**src/rtl/alu_pipe_param.sv**
```systemverilog
// rtl/alu_pipe_param.sv - WIDTH-bit ALU with a STAGES-deep elastic valid/ready pipeline and drop counter
// Optional shifter/rotator for opcodes 10-13 is enabled by defining ALU_SHIFT_ROT_EN.
module alu_pipe_param #(
  parameter int WIDTH  = 8,
  parameter int STAGES = 2,
  parameter int CNT_W  = 8
) (
  input  logic             clk,
  input  logic             reset,
  input  logic [WIDTH-1:0] a,
  input  logic [WIDTH-1:0] b,
  input  logic             cin,
  input  logic [3:0]       ctl,
  input  logic             valid_in,
  output logic             ready_out,
  output logic             valid_out,
  input  logic             ready_in,
  output logic [WIDTH-1:0] alu,
  output logic             carry,
  output logic             zero,
  output logic [CNT_W-1:0] drop_cnt
);

  localparam int DW = WIDTH + 2;
  localparam logic [WIDTH-1:0] ONE_W = WIDTH'(1);
  localparam logic [CNT_W-1:0] ONE_C = CNT_W'(1);

  logic [WIDTH-1:0]  res_alu;
  logic              res_carry;
  logic              res_zero;
  logic              op_ok;
  logic [WIDTH:0]    ext;

  logic [STAGES-1:0] v_q, v_d;
  logic [STAGES-1:0] adv;
  logic              hole;
  logic [DW-1:0]     data_q [STAGES];
  logic [CNT_W-1:0]  cnt_q, cnt_d;
  logic              accept, load0, drop_hit;

  always_comb begin
    op_ok     = 1'b1;
    res_alu   = '0;
    res_carry = 1'b0;
    ext       = '0;
    case (ctl)
      4'd0: res_alu = b;
      4'd1: res_alu = b + ONE_W;
      4'd2: res_alu = b - ONE_W;
      4'd3: begin
        ext       = {1'b0, a} + {1'b0, b};
        res_alu   = ext[WIDTH-1:0];
        res_carry = ext[WIDTH];
      end
      4'd4: begin
        ext       = {1'b0, a} + {1'b0, b} + {{WIDTH{1'b0}}, cin};
        res_alu   = ext[WIDTH-1:0];
        res_carry = ext[WIDTH];
      end
      // Bit WIDTH of the extended difference is the borrow (a < b + cin)
      4'd5: begin
        ext       = {1'b0, a} - {1'b0, b};
        res_alu   = ext[WIDTH-1:0];
        res_carry = ext[WIDTH];
      end
      4'd6: begin
        ext       = {1'b0, a} - {1'b0, b} - {{WIDTH{1'b0}}, cin};
        res_alu   = ext[WIDTH-1:0];
        res_carry = ext[WIDTH];
      end
      4'd7: res_alu = a & b;
      4'd8: res_alu = a | b;
      4'd9: res_alu = a ^ b;
`ifdef ALU_SHIFT_ROT_EN
      4'd10: res_alu = {a[WIDTH-2:0], 1'b0};
      4'd11: res_alu = {1'b0, a[WIDTH-1:1]};
      4'd12: res_alu = {a[WIDTH-2:0], a[WIDTH-1]};
      4'd13: res_alu = {a[0], a[WIDTH-1:1]};
`endif
      default: op_ok = 1'b0;
    endcase
    res_zero = ~|res_alu;
  end

  // A stage moves on when the output drains or any later stage has a hole to fill
  always_comb begin
    adv  = '0;
    hole = 1'b0;
    for (int i = 0; i < STAGES; i++) begin
      hole = ready_in;
      for (int j = i + 1; j < STAGES; j++) begin
        if (!v_q[j]) hole = 1'b1;
      end
      adv[i] = v_q[i] & hole;
    end
  end

  assign ready_out = !v_q[0] || adv[0];
  assign accept    = valid_in && ready_out;
  assign load0     = accept && op_ok;
  assign drop_hit  = accept && !op_ok;

  always_comb begin
    v_d = v_q;
    for (int i = 0; i < STAGES; i++) begin
      if (adv[i]) v_d[i] = 1'b0;
    end
    for (int i = 1; i < STAGES; i++) begin
      if (adv[i-1]) v_d[i] = 1'b1;
    end
    if (load0) v_d[0] = 1'b1;
    cnt_d = (drop_hit && (cnt_q != '1)) ? cnt_q + ONE_C : cnt_q;
  end

  always_ff @(posedge clk) begin
    if (!reset) begin
      v_q   <= '0;
      cnt_q <= '0;
      for (int i = 0; i < STAGES; i++) data_q[i] <= '0;
    end else begin
      v_q   <= v_d;
      cnt_q <= cnt_d;
      if (load0) data_q[0] <= {res_alu, res_carry, res_zero};
      for (int i = 1; i < STAGES; i++) begin
        if (adv[i-1]) data_q[i] <= data_q[i-1];
      end
    end
  end

  assign valid_out              = v_q[STAGES-1];
  assign {alu, carry, zero}     = data_q[STAGES-1];
  assign drop_cnt               = cnt_q;

endmodule

```
**config.mk**
```make
export PLATFORM = sky130hd
export DESIGN_NAME = alu_pipe_param
export DESIGN_NICKNAME = d
export VERILOG_FILES = /design/src/rtl/alu_pipe_param.sv
export SDC_FILE = /design/constraint.sdc
export NUM_CORES = 1
export LEC_CHECK = 0
export CAP_MARGIN = 20
export CORE_MARGIN = 2
export CORE_UTILIZATION = 61
export DETAILED_ROUTE_END_ITERATION = 8
export PLACE_DENSITY = 0.92
export SYNTH_ARGS = -nofsm -noshare
export SYNTH_HDL_FRONTEND = slang
export SYNTH_SLANG_ARGS = --single-unit
export TNS_END_PERCENT = 100
```
**constraint.sdc**
```tcl
create_clock -name clk -period 6.65 [get_ports clk]
set_clock_uncertainty 0.15 [all_clocks]
set_input_delay 0.9975 -clock clk [delete_from_list [all_inputs] [get_ports clk]]
set_output_delay 0.9975 -clock clk [all_outputs]
set_load 0.02 [all_outputs]
```
Signal wires on met1:
Bar = 20 um.
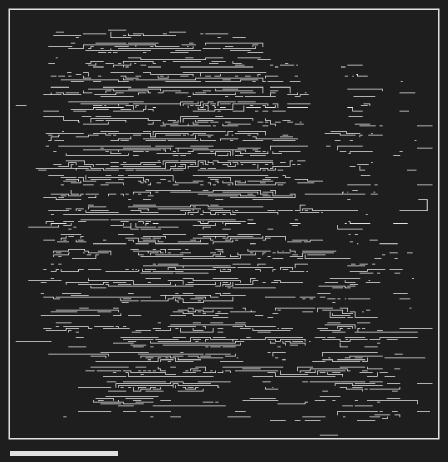
- main direction: horizontal
- nets with wire on the layer: 451
aggregate routed wire length: 8280 um
global-route track usage on met1: 31.82%
count of vias placed by the detailed router: 3138

Metal 2:
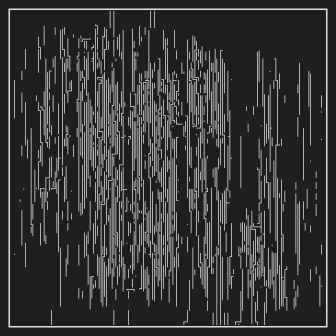
- wire length on this layer: 4150 um
- main direction: vertical
- longest straight run: 27.9 um

Routing congestion map:
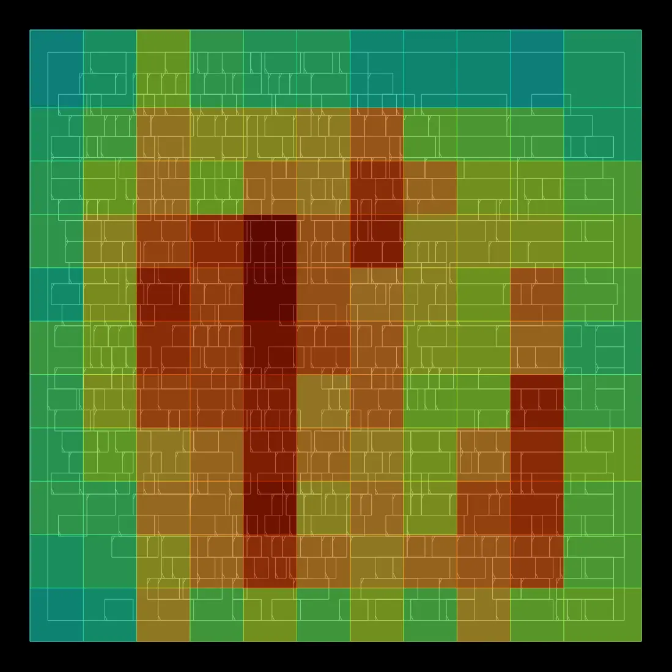
global router's overall resource usage: 27.55%
met2 routing resource usage after global routing: 50.51%
core utilization of the finished layout: 72.02%
wire length per cell: 16.14 um
global routing's busiest layer: met2

==> out/qor.yml <==
yosys:
  netlist.top_cell.by_area: "sky130_fd_sc_hd__edfxtp_1"
  synthDistinctLibCells: 66
  ys_async_sr_fraction_pct: 0
  synth_top_cell_by_count: "sky130_fd_sc_hd__ha_1"
  postSynthAreaPerCell_um2: 8.336
  ys_top_cells_by_area: "sky130_fd_sc_hd__edfxtp_1 17%, sky130_fd_sc_hd__ha_1 13%, sky130_fd_sc_hd__dfxtp_1 5.8%, sky130_fd_sc_hd__xnor2_1 4.8%, sky130_fd_sc_hd__nor2_1 3.6%"
  top_cell_area_share_pct: 17.49
  seq_area_frac_synth_pct: 23.32
worst_setup_path:
  worst_setup_path_end_kind: "flip-flop"
  regToRegStartpoint: "v_q[0]$_SDFFE_PN0P_"
  worst_path_largest_cell_delay_ps: 910
  timing.critical_path.from: "ctl[3]"
  slowest_stage: "sky130_fd_sc_hd__clkdlybuf4s50_1"
  criticalPathCategory: "in -> reg"
  critPathMostFrequentCell: "sky130_fd_sc_hd__a21oi_1"
  worstPathCellList: "clkdlybuf4s50_1, nor2_1, nand2_1, inv_1, ha_1, a21oi_1, o21ai_0, xnor2_1, a21oi_1, o211ai_1, a211oi_1, nor4bb_1, and4_1"
cts:
  clock-sinks: 30
  ctsLongestPathBuffers: 2
  clock_latency_on_the_worst_skew_pair_ps: 280
  cts-hold-fix-buffers: 0
  cts.clk_slew.worst_paths_ps: 60
  cts-resized-gates: 0
  cts-buffers-inserted: 5
  cts_tree: "yes"
  htreeDepth: 2
grt:
  grt_start_max_net_pins: 26
  via_count_of_the_first_global_routing_pass: 2964
  grt_pass1_wl_um: 13560
  grt_overflow_total: 0
finish:
  layout-drive-gt1-share_pct: 5.669
  num-nets-final: 503
  diodes: 0
  flow.area_growth_from_synthesis_pct: 14.75
final_timing:
  final_min_period_over_clock_period_pct: 69.17
  setup_viol_count_final: 0
  rsz0062_at_grt: "no"
  worst_pin_slew_ps: 958.4
  report.final.slew_viol_count: 0
  slew_headroom_pct: 35.91
  hold_violations: 0
  fmax_ghz: 0.2174
  final_critical_delay_including_setup_and_external_delays_ps: 4600
drt:
  route.met2.wl_um: 4153
  top_signal_layer_used: "met4"
  met3_routed_wirelength_um: 493
  detailedRoute.firstPassIterationCount: 5
  wl_met1_um: 3359
  number_of_drc_markers_in_iteration_0: 178
floorplanning:
  core_region_area_um2: 5473
  io_pins: 45
  rows: 27
  die-width_um: 79.04
  fp.dieArea_um2: 6247
pwr:
  power.density_nw_per_um2: 158.3
placed_design:
  io_buffer_count: 44
status:
  result_of_the_run: "complete, no violations"
run:
  log.warning_count: 42
## kinds of logic (layout without fill, tap and decap cells)
group	count (synthesis)	in the layout	synth area share, %
buffers and inverters	57	86	7.723
muxes	6	6	1.749
DFF	30	30	23.32
and+or+nand+nor	149	149	23.17
AOI/OAI and AO/OA	100	100	21.38
adders and majority gates	38	38	14.50
xor gates and xnor gates	32	32	8.160
## cells in the final DEF, fill, tap and decap left out, types with 6 or more instances in the layout
cell type	synthesis	routed
sky130_fd_sc_hd__o21ai_0	17	17
sky130_fd_sc_hd__nand3_1	10	10
sky130_fd_sc_hd__and3_1	17	17
sky130_fd_sc_hd__nor2_1	33	33
sky130_fd_sc_hd__ha_1	35	35
sky130_fd_sc_hd__o21ai_1	6	6
sky130_fd_sc_hd__nand2_1	29	29
sky130_fd_sc_hd__edfxtp_1	20	20
sky130_fd_sc_hd__a21oi_1	17	17
sky130_fd_sc_hd__xnor2_1	19	19
sky130_fd_sc_hd__a211oi_1	6	6
sky130_fd_sc_hd__inv_1	31	31
sky130_fd_sc_hd__clkdlybuf4s50_1	0	44
sky130_fd_sc_hd__nor2b_1	9	9
sky130_fd_sc_hd__clkbuf_8	0	8
sky130_fd_sc_hd__mux2i_1	6	6
sky130_fd_sc_hd__nand2b_1	6	6
sky130_fd_sc_hd__and2_1	9	9
sky130_fd_sc_hd__dfxtp_1	10	10
sky130_fd_sc_hd__nor3_1	14	14
sky130_fd_sc_hd__xor2_1	13	13
## through the flow
stage / std cells / power (mW) / hold WS (ps) / worst slack (ps) / cell area (um2)
detailed placement: 505 / 0.4533 / 350.0 / 1807 / 3831
CTS: 513 / 0.6217 / 356.8 / 2084 / 3941
floorplan: 412 / 0.3911 / 329.9 / 3118 / 3435
global route: 513 / 0.6597 / 391.9 / 1686 / 3941
finish: 513 / 0.6237 / 364.6 / 2050 / 3941
global placement: 505 / 0.4474 / 333.1 / 1851 / 3831
## final cells by class
cell class,count,area (um2)
clock buffer,8,110.1
fill,452,1531
inverter,33,123.9
multi-input combinational,325,2369
sequential,30,800.8
tap,72,90.09
timing repair buffer,45,447.9
## worst paths after layout
path                            slack (ps)                         end  cells past startpoint
worst max-delay path                  2050  data_q[0][0]$_SDFFCE_PN0P_                     13
worst min-delay path                   360    drop_cnt[5]$_SDFFE_PN0P_                      2
worst max register to register        4340  data_q[0][0]$_SDFFCE_PN0P_                      4
worst min register to register         360    drop_cnt[5]$_SDFFE_PN0P_                      2
## registers in the layout, indices dropped and copies added, names as in the netlist
| register | cells |
|---|---|
| drop_cnt | 8 |
| data_q | 20 |
| v_q | 2 |
## power breakdown
group | leakage, nW | internal [mW] | switching (mW)
sequential | 0.294 | 0.210 | 0.00316
combinational | 1.30 | 0.101 | 0.140
clock | 0.0575 | 0.104 | 0.0653
total | 1.65 | 0.415 | 0.209
## critical path, delay by kind of cell
kind | cells | cell delay, ps
AND-OR/OR-AND | 5 | 940
AND/OR/NAND/NOR | 4 | 1120
XOR/XNOR | 1 | 140
adder cells (fa/ha/maj) | 1 | 270
buffers and inverters | 2 | 1130
No activity file was given, so power comes from the tool's default toggle rates.
